**Run 1: M1 wires**

Scale bar: 20 um. Supply wires on this layer in grey.
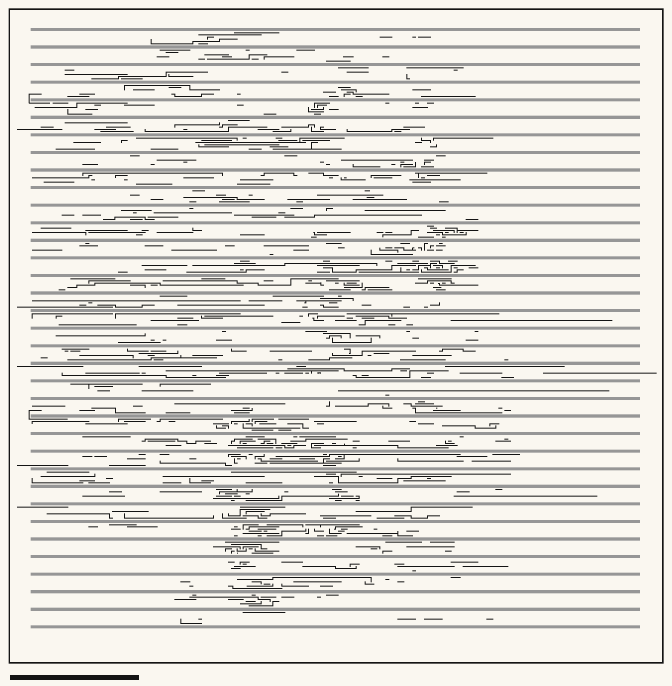
**Run 1: met2 routing**

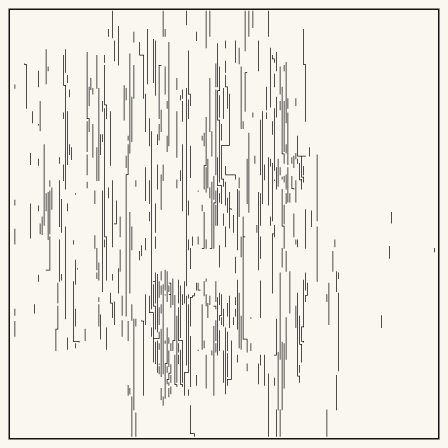
**Run 1: signal wires on met3**

Scale bar: 20 um.
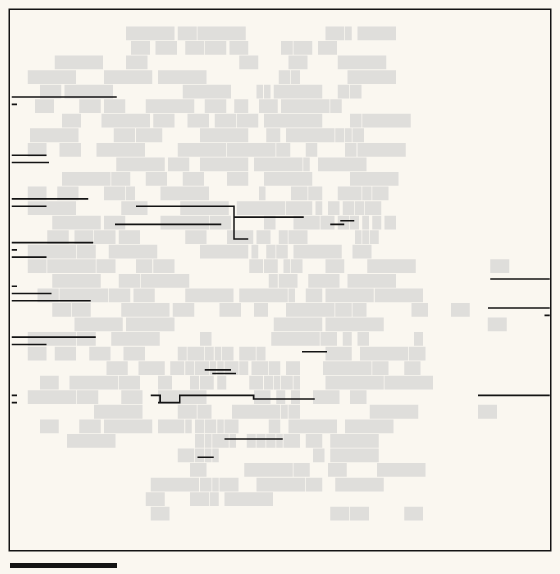
===== src/rtl/sevenseg_scan_decoder.sv =====
// Seven-segment scan readback: debounces each multiplexed digit, decodes it to hex and
// delivers whole frames over valid/ready. Define SEVENSEG_ACTIVE_LOW_EN for common-anode inputs.
module sevenseg_scan_decoder #(
   parameter int unsigned DIGITS        = 4,
   parameter int unsigned STABLE_CYCLES = 3
) (
   input  logic                clk,
   input  logic                rst,
   input  logic [6:0]          seg,
   input  logic [DIGITS-1:0]   digit_en,
   input  logic                out_ready,
   output logic                out_valid,
   output logic [4*DIGITS-1:0] out_value,
   output logic [DIGITS-1:0]   out_err,
   output logic                overrun
);

   localparam logic [7:0] STABLE_C = 8'(STABLE_CYCLES);

   typedef enum logic [1:0] {IDLE, SETTLE, HOLD} state_t;

   state_t              state_q, state_d;
   logic [7:0]          cnt_q, cnt_d;
   logic [6:0]          seg_in, seg_q, seg_p_q;
   logic [DIGITS-1:0]   en_in, en_q, en_p_q;
   logic [4*DIGITS-1:0] cap_val_q, cap_val_d;
   logic [DIGITS-1:0]   cap_err_q, cap_err_d;
   logic [DIGITS-1:0]   mask_q, mask_d;
   logic                out_valid_q, out_valid_d;
   logic [4*DIGITS-1:0] out_value_q, out_value_d;
   logic [DIGITS-1:0]   out_err_q, out_err_d;
   logic                overrun_q, overrun_d;
   logic                onehot, changed, capture, frame_done, xfer, drop;
   logic [4:0]          glyph;

`ifdef SEVENSEG_ACTIVE_LOW_EN
   assign seg_in = ~seg;
   assign en_in  = ~digit_en;
`else
   assign seg_in = seg;
   assign en_in  = digit_en;
`endif

   // Returns {err, nibble}; unknown glyphs decode to nibble 0 with err set.
   function automatic logic [4:0] decode(input logic [6:0] s);
      case (s)
         7'h3F:   decode = 5'h00;
         7'h06:   decode = 5'h01;
         7'h5B:   decode = 5'h02;
         7'h4F:   decode = 5'h03;
         7'h66:   decode = 5'h04;
         7'h6D:   decode = 5'h05;
         7'h7D:   decode = 5'h06;
         7'h07:   decode = 5'h07;
         7'h7F:   decode = 5'h08;
         7'h6F:   decode = 5'h09;
         7'h77:   decode = 5'h0A;
         7'h7C:   decode = 5'h0B;
         7'h39:   decode = 5'h0C;
         7'h5E:   decode = 5'h0D;
         7'h79:   decode = 5'h0E;
         7'h71:   decode = 5'h0F;
         default: decode = 5'h10;
      endcase
   endfunction

   assign onehot  = (en_q != '0) && ((en_q & (en_q - DIGITS'(1))) == '0);
   assign changed = {seg_q, en_q} != {seg_p_q, en_p_q};
   assign glyph   = decode(seg_q);

   always_ff @(posedge clk or posedge rst) begin
      if (rst) begin
         state_q     <= IDLE;
         cnt_q       <= '0;
         seg_q       <= '0;
         en_q        <= '0;
         seg_p_q     <= '0;
         en_p_q      <= '0;
         cap_val_q   <= '0;
         cap_err_q   <= '0;
         mask_q      <= '0;
         out_valid_q <= 1'b0;
         out_value_q <= '0;
         out_err_q   <= '0;
         overrun_q   <= 1'b0;
      end else begin
         state_q     <= state_d;
         cnt_q       <= cnt_d;
         seg_q       <= seg_in;
         en_q        <= en_in;
         seg_p_q     <= seg_q;
         en_p_q      <= en_q;
         cap_val_q   <= cap_val_d;
         cap_err_q   <= cap_err_d;
         mask_q      <= mask_d;
         out_valid_q <= out_valid_d;
         out_value_q <= out_value_d;
         out_err_q   <= out_err_d;
         overrun_q   <= overrun_d;
      end
   end

   // Counter holds the number of matching samples seen; capture fires once it has reached the threshold.
   always_comb begin
      state_d = state_q;
      cnt_d   = cnt_q;
      capture = 1'b0;
      case (state_q)
         IDLE: begin
            cnt_d = '0;
            if (onehot) begin
               state_d = SETTLE;
               cnt_d   = 8'd1;
            end
         end
         SETTLE: begin
            if (!onehot) begin
               state_d = IDLE;
               cnt_d   = '0;
            end else if (changed) begin
               cnt_d = 8'd1;
            end else if (cnt_q >= STABLE_C) begin
               capture = 1'b1;
               state_d = HOLD;
            end else begin
               cnt_d = cnt_q + 8'd1;
            end
         end
         HOLD: begin
            if (changed) begin
               state_d = onehot ? SETTLE : IDLE;
               cnt_d   = onehot ? 8'd1 : 8'd0;
            end
         end
         default: begin
            state_d = IDLE;
            cnt_d   = '0;
         end
      endcase
   end

   always_comb begin
      cap_val_d   = cap_val_q;
      cap_err_d   = cap_err_q;
      mask_d      = mask_q;
      frame_done  = 1'b0;
      out_valid_d = out_valid_q;
      out_value_d = out_value_q;
      out_err_d   = out_err_q;
      overrun_d   = overrun_q;
      if (capture) begin
         for (int unsigned i = 0; i < DIGITS; i++) begin
            if (en_q[i]) begin
               cap_val_d[4*i +: 4] = glyph[3:0];
               cap_err_d[i]        = glyph[4];
               mask_d[i]           = 1'b1;
            end
         end
         frame_done = (mask_d == '1);
         if (frame_done) mask_d = '0;
      end
      xfer = out_valid_q && out_ready;
      drop = frame_done && out_valid_q && !out_ready;
      if (frame_done && !drop) begin
         out_valid_d = 1'b1;
         out_value_d = cap_val_d;
         out_err_d   = cap_err_d;
      end else if (xfer) begin
         out_valid_d = 1'b0;
      end
      if (drop)      overrun_d = 1'b1;
      else if (xfer) overrun_d = 1'b0;
   end

   assign out_valid = out_valid_q;
   assign out_value = out_value_q;
   assign out_err   = out_err_q;
   assign overrun   = overrun_q;

endmodule


===== config.mk =====
export PLATFORM = sky130hd
export DESIGN_NAME = sevenseg_scan_decoder
export DESIGN_NICKNAME = d
export VERILOG_FILES = /design/src/rtl/sevenseg_scan_decoder.sv
export SDC_FILE = /design/constraint.sdc
export NUM_CORES = 1
export LEC_CHECK = 0
export ABC_CLOCK_PERIOD_IN_PS = 2700
export CORE_MARGIN = 3
export CORE_UTILIZATION = 36
export CTS_CLUSTER_DIAMETER = 100
export CTS_CLUSTER_SIZE = 40
export DETAILED_ROUTE_END_ITERATION = 8
export PLACE_DENSITY_LB_ADDON = 0.3
export SLEW_MARGIN = 0
export SYNTH_ARGS = -nofsm -noshare
export SYNTH_HDL_FRONTEND = slang
export SYNTH_SLANG_ARGS = --single-unit

===== constraint.sdc =====
create_clock -name clk -period 2.7 [get_ports clk]
set_input_delay 0.54 -clock clk [delete_from_list [all_inputs] [get_ports clk]]
set_output_delay 0.54 -clock clk [all_outputs]
set_load 0.01 [all_outputs]

==> results.env, run 1 <==
SYN-NUM-NETS=269
SYNTH_CHIP_AREA_SQ_UM=3244
DOMINANTREGCELLSYNTH='sky130_fd_sc_hd__dfrtp_1'
FIN_WS_NS=0.06368
RUN_STATUS='completed'
POST_SYNTH_INSTANCE_AREA_SQ_UM=3244
MULTI_INPUT_COMB_AREA_SQ_UM=1195
CORE_DENSITY_AT_FLOORPLAN=0.3720
REGTOREGSTARTPOINT='en_q[0]'
SYN-INSTANCE-COUNT=254
WORST_EP_ARRIVAL_TIME_NS=2.86
VIASPERCELL=4.975
FIN_SKEW_NS=0.01219
POSTPLACECELLAREA_SQ_UM=3730
YOSYS.AREA.TOP_TYPE='sky130_fd_sc_hd__dfrtp_1'
N_FILL_CELL=762
FF2FF_PATH_DEPTH=6
CTS-ROOT-BUF='sky130_fd_sc_hd__clkbuf_8'
WIRE_PER_INST_UM=14.97
POST_ROUTE_CELLS_DRIVE_ABOVE_1_SHARE=0.2333
FINALSETUPVIOLATIONS=0
DRT.ANTENNA.VIOLATING_NETS=0
BUFFERS_FROM_CLOCK_ROOT_TO_SINK_AT_MOST=2
LAYOUT_TOP_CELL='sky130_fd_sc_hd__dfrtp_1'
HP-START='cnt_q[2]'
N_MULTI_INPUT_COMBINATIONAL_CELL=155
WL_MET1_MM=2.922
SEQAREAFRACTION=0.4906
MAXSLEWHEADROOM=0.6220
WORSTHOLDENDPOINT='cnt_q[2]'
WORSTMARGINPINSLEW_NS=0.5652
COMBAREAFRACTION=0.3003
YS_WARN_COUNT=0
MUX_SHARE=0.1388
GLOBALPLACE.CONGESTION=0.7816
CTS.CLK_SLEW.WORST_PATHS_NS=0.08
CRIT_FAMILY='simple AND/OR/NAND/NOR gates'
-- 'M1 wires' (at the start) --
share of all routed wire = 48%
longest straight run = 41.9 um
global-route track usage on met1: 0.1838
wirelength, routed: 6.109 mm

-- 'met2 routing' (at the start) --
wire length on this layer = 2,860 um
longest straight run = 46.6 um
main direction = vertical

-- 'signal wires on met3' (at the start) --
nets with wire on the layer = 26
wire length on this layer = 281 um
share of all routed wire = 4.6%
Via Count: 2,030
fraction of met3 tracks used by global routing: 0.04152

## run 1: how the worst max path moves through the flow
stage | endpoint | slack [ns]
6_report | out_err[2] | 0.06
2_1_floorplan | cap_err_q[0] | 0.16
5_1_grt | out_err[2] | -0.02
3_5_place_dp | out_value[15] | 0.09
4_1_cts | out_value[15] | 0.08
3_3_place_gp | out_err[3] | 0.13
## run 1: per-stage QoR
step	power (mW)	cells
after detailed placement	1.364	392
after floorplan	1.312	254
after global routing	2.493	408
final	2.390	408
after global placement	1.362	392
after CTS	2.422	408
## run 1: power breakdown
| group | internal [mW] | switching [mW] |
|---|---|---|
| sequential | 1.19 | 0.0337 |
| combinational | 0.0591 | 0.0581 |
| clock | 0.619 | 0.433 |
## run 1: timing repair
item	CTS	global route
hold buffers	0	0
setup endpoints to repair	0	4
gates resized	0	1
==> run 2: changes to the inputs <==
--- a/config.mk
+++ b/config.mk
@@ -6,13 +6,14 @@
 export NUM_CORES = 1
 export LEC_CHECK = 0
 export ABC_CLOCK_PERIOD_IN_PS = 2700
+export CAP_MARGIN = 25
 export CORE_MARGIN = 3
 export CORE_UTILIZATION = 36
 export CTS_CLUSTER_DIAMETER = 100
 export CTS_CLUSTER_SIZE = 40
 export DETAILED_ROUTE_END_ITERATION = 8
 export PLACE_DENSITY_LB_ADDON = 0.3
-export SLEW_MARGIN = 0
+export SLEW_MARGIN = 20
 export SYNTH_ARGS = -nofsm -noshare
 export SYNTH_HDL_FRONTEND = slang
 export SYNTH_SLANG_ARGS = --single-unit
==> constraint.sdc (replaced) <==
create_clock -name clk -period 2.7 [get_ports clk]
set_input_delay 0.405 -clock clk [delete_from_list [all_inputs] [get_ports clk]]
set_output_delay 0.405 -clock clk [all_outputs]
set_load 0.01 [all_outputs]
**Run 2: clock routing**

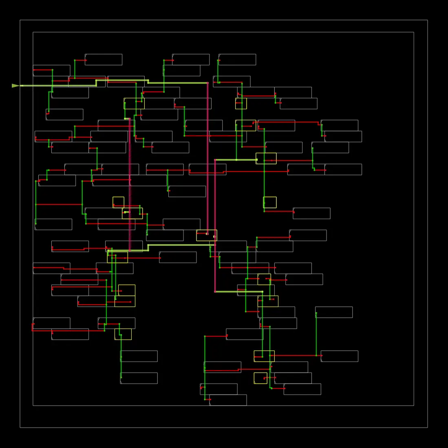
source-to-sink clock delay at the later pin of the worst-skew pair: 0.35 ns
final-layout clock buffer total: 9
power of the clock network: 833 uW
number of sequential cells in the layout: 78

**Run 2: M1 wires**

Scale bar: 20 um. Supply wires on this layer in grey.
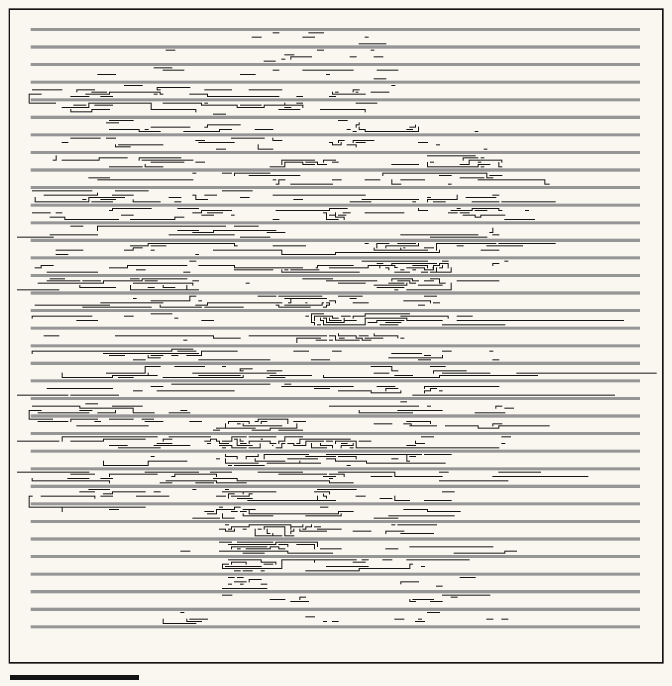
longest straight run = 31.3 um
nets with wire on the layer = 284
main direction = horizontal
share of all routed wire = 48%
wire length on this layer = 2,980 um
Via Count: 2,053
wirelength, routed: 6.159 mm

**Run 2: met2 routing**

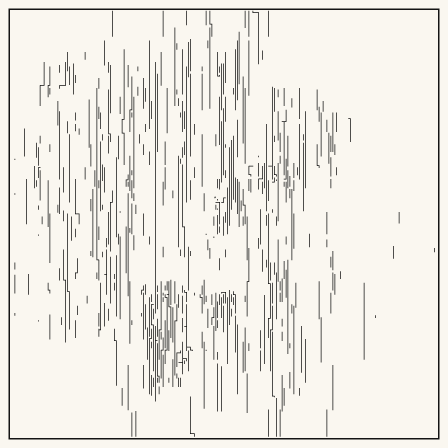
share of all routed wire = 45%
nets with wire on the layer = 264
main direction = vertical
wire length on this layer = 2,800 um
longest straight run = 59.2 um

==> results.env, run 2 <==
IO_PINS=36
COMBAREAFRACTION=0.3037
SYN-NUM-NETS=269
MAXSLEWHEADROOM=0.6329
POST_CTS_RESIZED=0
DRV_CAP=0
POST_SYNTH_INSTANCE_AREA_SQ_UM=3244
BUFFERS_FROM_CLOCK_ROOT_TO_SINK_AT_MOST=2
CTS.CLK_SLEW.WORST_PATHS_NS=0.09
WIRE_PER_INST_UM=15.10
FINISH.CELL_COUNT_WITHOUT_FILLERS=408
SEQAREAFRACTION=0.4982
FINALHOLDWORSTSLACK_NS=0.3784
NUMPLACEDINSTANCES=392
YOSYS.AREA.TOP_TYPE='sky130_fd_sc_hd__dfrtp_1'
PROPORTION_OF_SYNTHESIZED_FLIP_FLOPS_HAVING_ASYNCHRONOUS_SET_OR_RESET=1.000
CRIT_END='out_err[1]'
MULTI_INPUT_COMB_AREA_SQ_UM=1190
SYN-INSTANCE-COUNT=254
LAYOUT_TOP_CELL='sky130_fd_sc_hd__dfrtp_1'
GRT_ANTENNA_BEFORE_REPAIR=0
REGTOREGSTARTPOINT='en_q[0]'
DOMINANTREGCELLSYNTH='sky130_fd_sc_hd__dfrtp_1'
YS_WARN_COUNT=0
SYNTH_CHIP_AREA_SQ_UM=3244
FIN_SKEW_NS=0.008900
TOTAL_POWER_mW=2.172
HOLDCRITPATHCLASS='input port to asynchronous set/reset pin'
WORSTMARGINPINSLEW_NS=0.5490
FIN_WS_NS=0.1124
N_FILL_CELL=762
GLOBALPLACE.CONGESTION=0.7686
CTS-ROOT-BUF='sky130_fd_sc_hd__clkbuf_8'
FINALSETUPTNS_NS=0
DRT.ANTENNA.VIOLATING_NETS=0
WORST_EP_ARRIVAL_TIME_NS=2.83
FF2FF_PATH_DEPTH=6
MUX_SHARE=0.1388
VIASPERCELL=5.032
CORE_DENSITY_AT_FLOORPLAN=0.3720
POSTPLACECELLAREA_SQ_UM=3730
TOP_CELL_AREA_SHARE=0.6016
CTS_HOLD_REPAIR.BUFFERS=0
FINALSETUPVIOLATIONS=0
RUN_STATUS='completed'
POST_ROUTE_CELLS_DRIVE_ABOVE_1_SHARE=0.2300
SYNTH_SEQUENTIAL_AREA_RATIO=0.6016
run 2: power by group:
| group | switching (mW) | internal, mW |
|---|---|---|
| sequential | 0.0351 | 1.19 |
| clock | 0.478 | 0.354 |
| combinational | 0.0580 | 0.0590 |
run 2: worst max-delay path, cell delays in order, from the launching register on:
cell	delay, ns
sky130_fd_sc_hd__dfrtp_1	0.48
sky130_fd_sc_hd__or4b_1	0.57
sky130_fd_sc_hd__o311ai_2	0.14
sky130_fd_sc_hd__and3_1	0.34
sky130_fd_sc_hd__nand3_1	0.32
sky130_fd_sc_hd__mux2_2	0.38
sky130_fd_sc_hd__mux2_2	0.26
run 2: routing by layer:
metal	vias to the layer above	GRT usage
met2	41	0.1924
li1	983	-
met3	11	0.03253
met4	0	0.06442
met1	1018	0.1850
met5	-	0
No activity file was given, so power comes from the tool's default toggle rates.
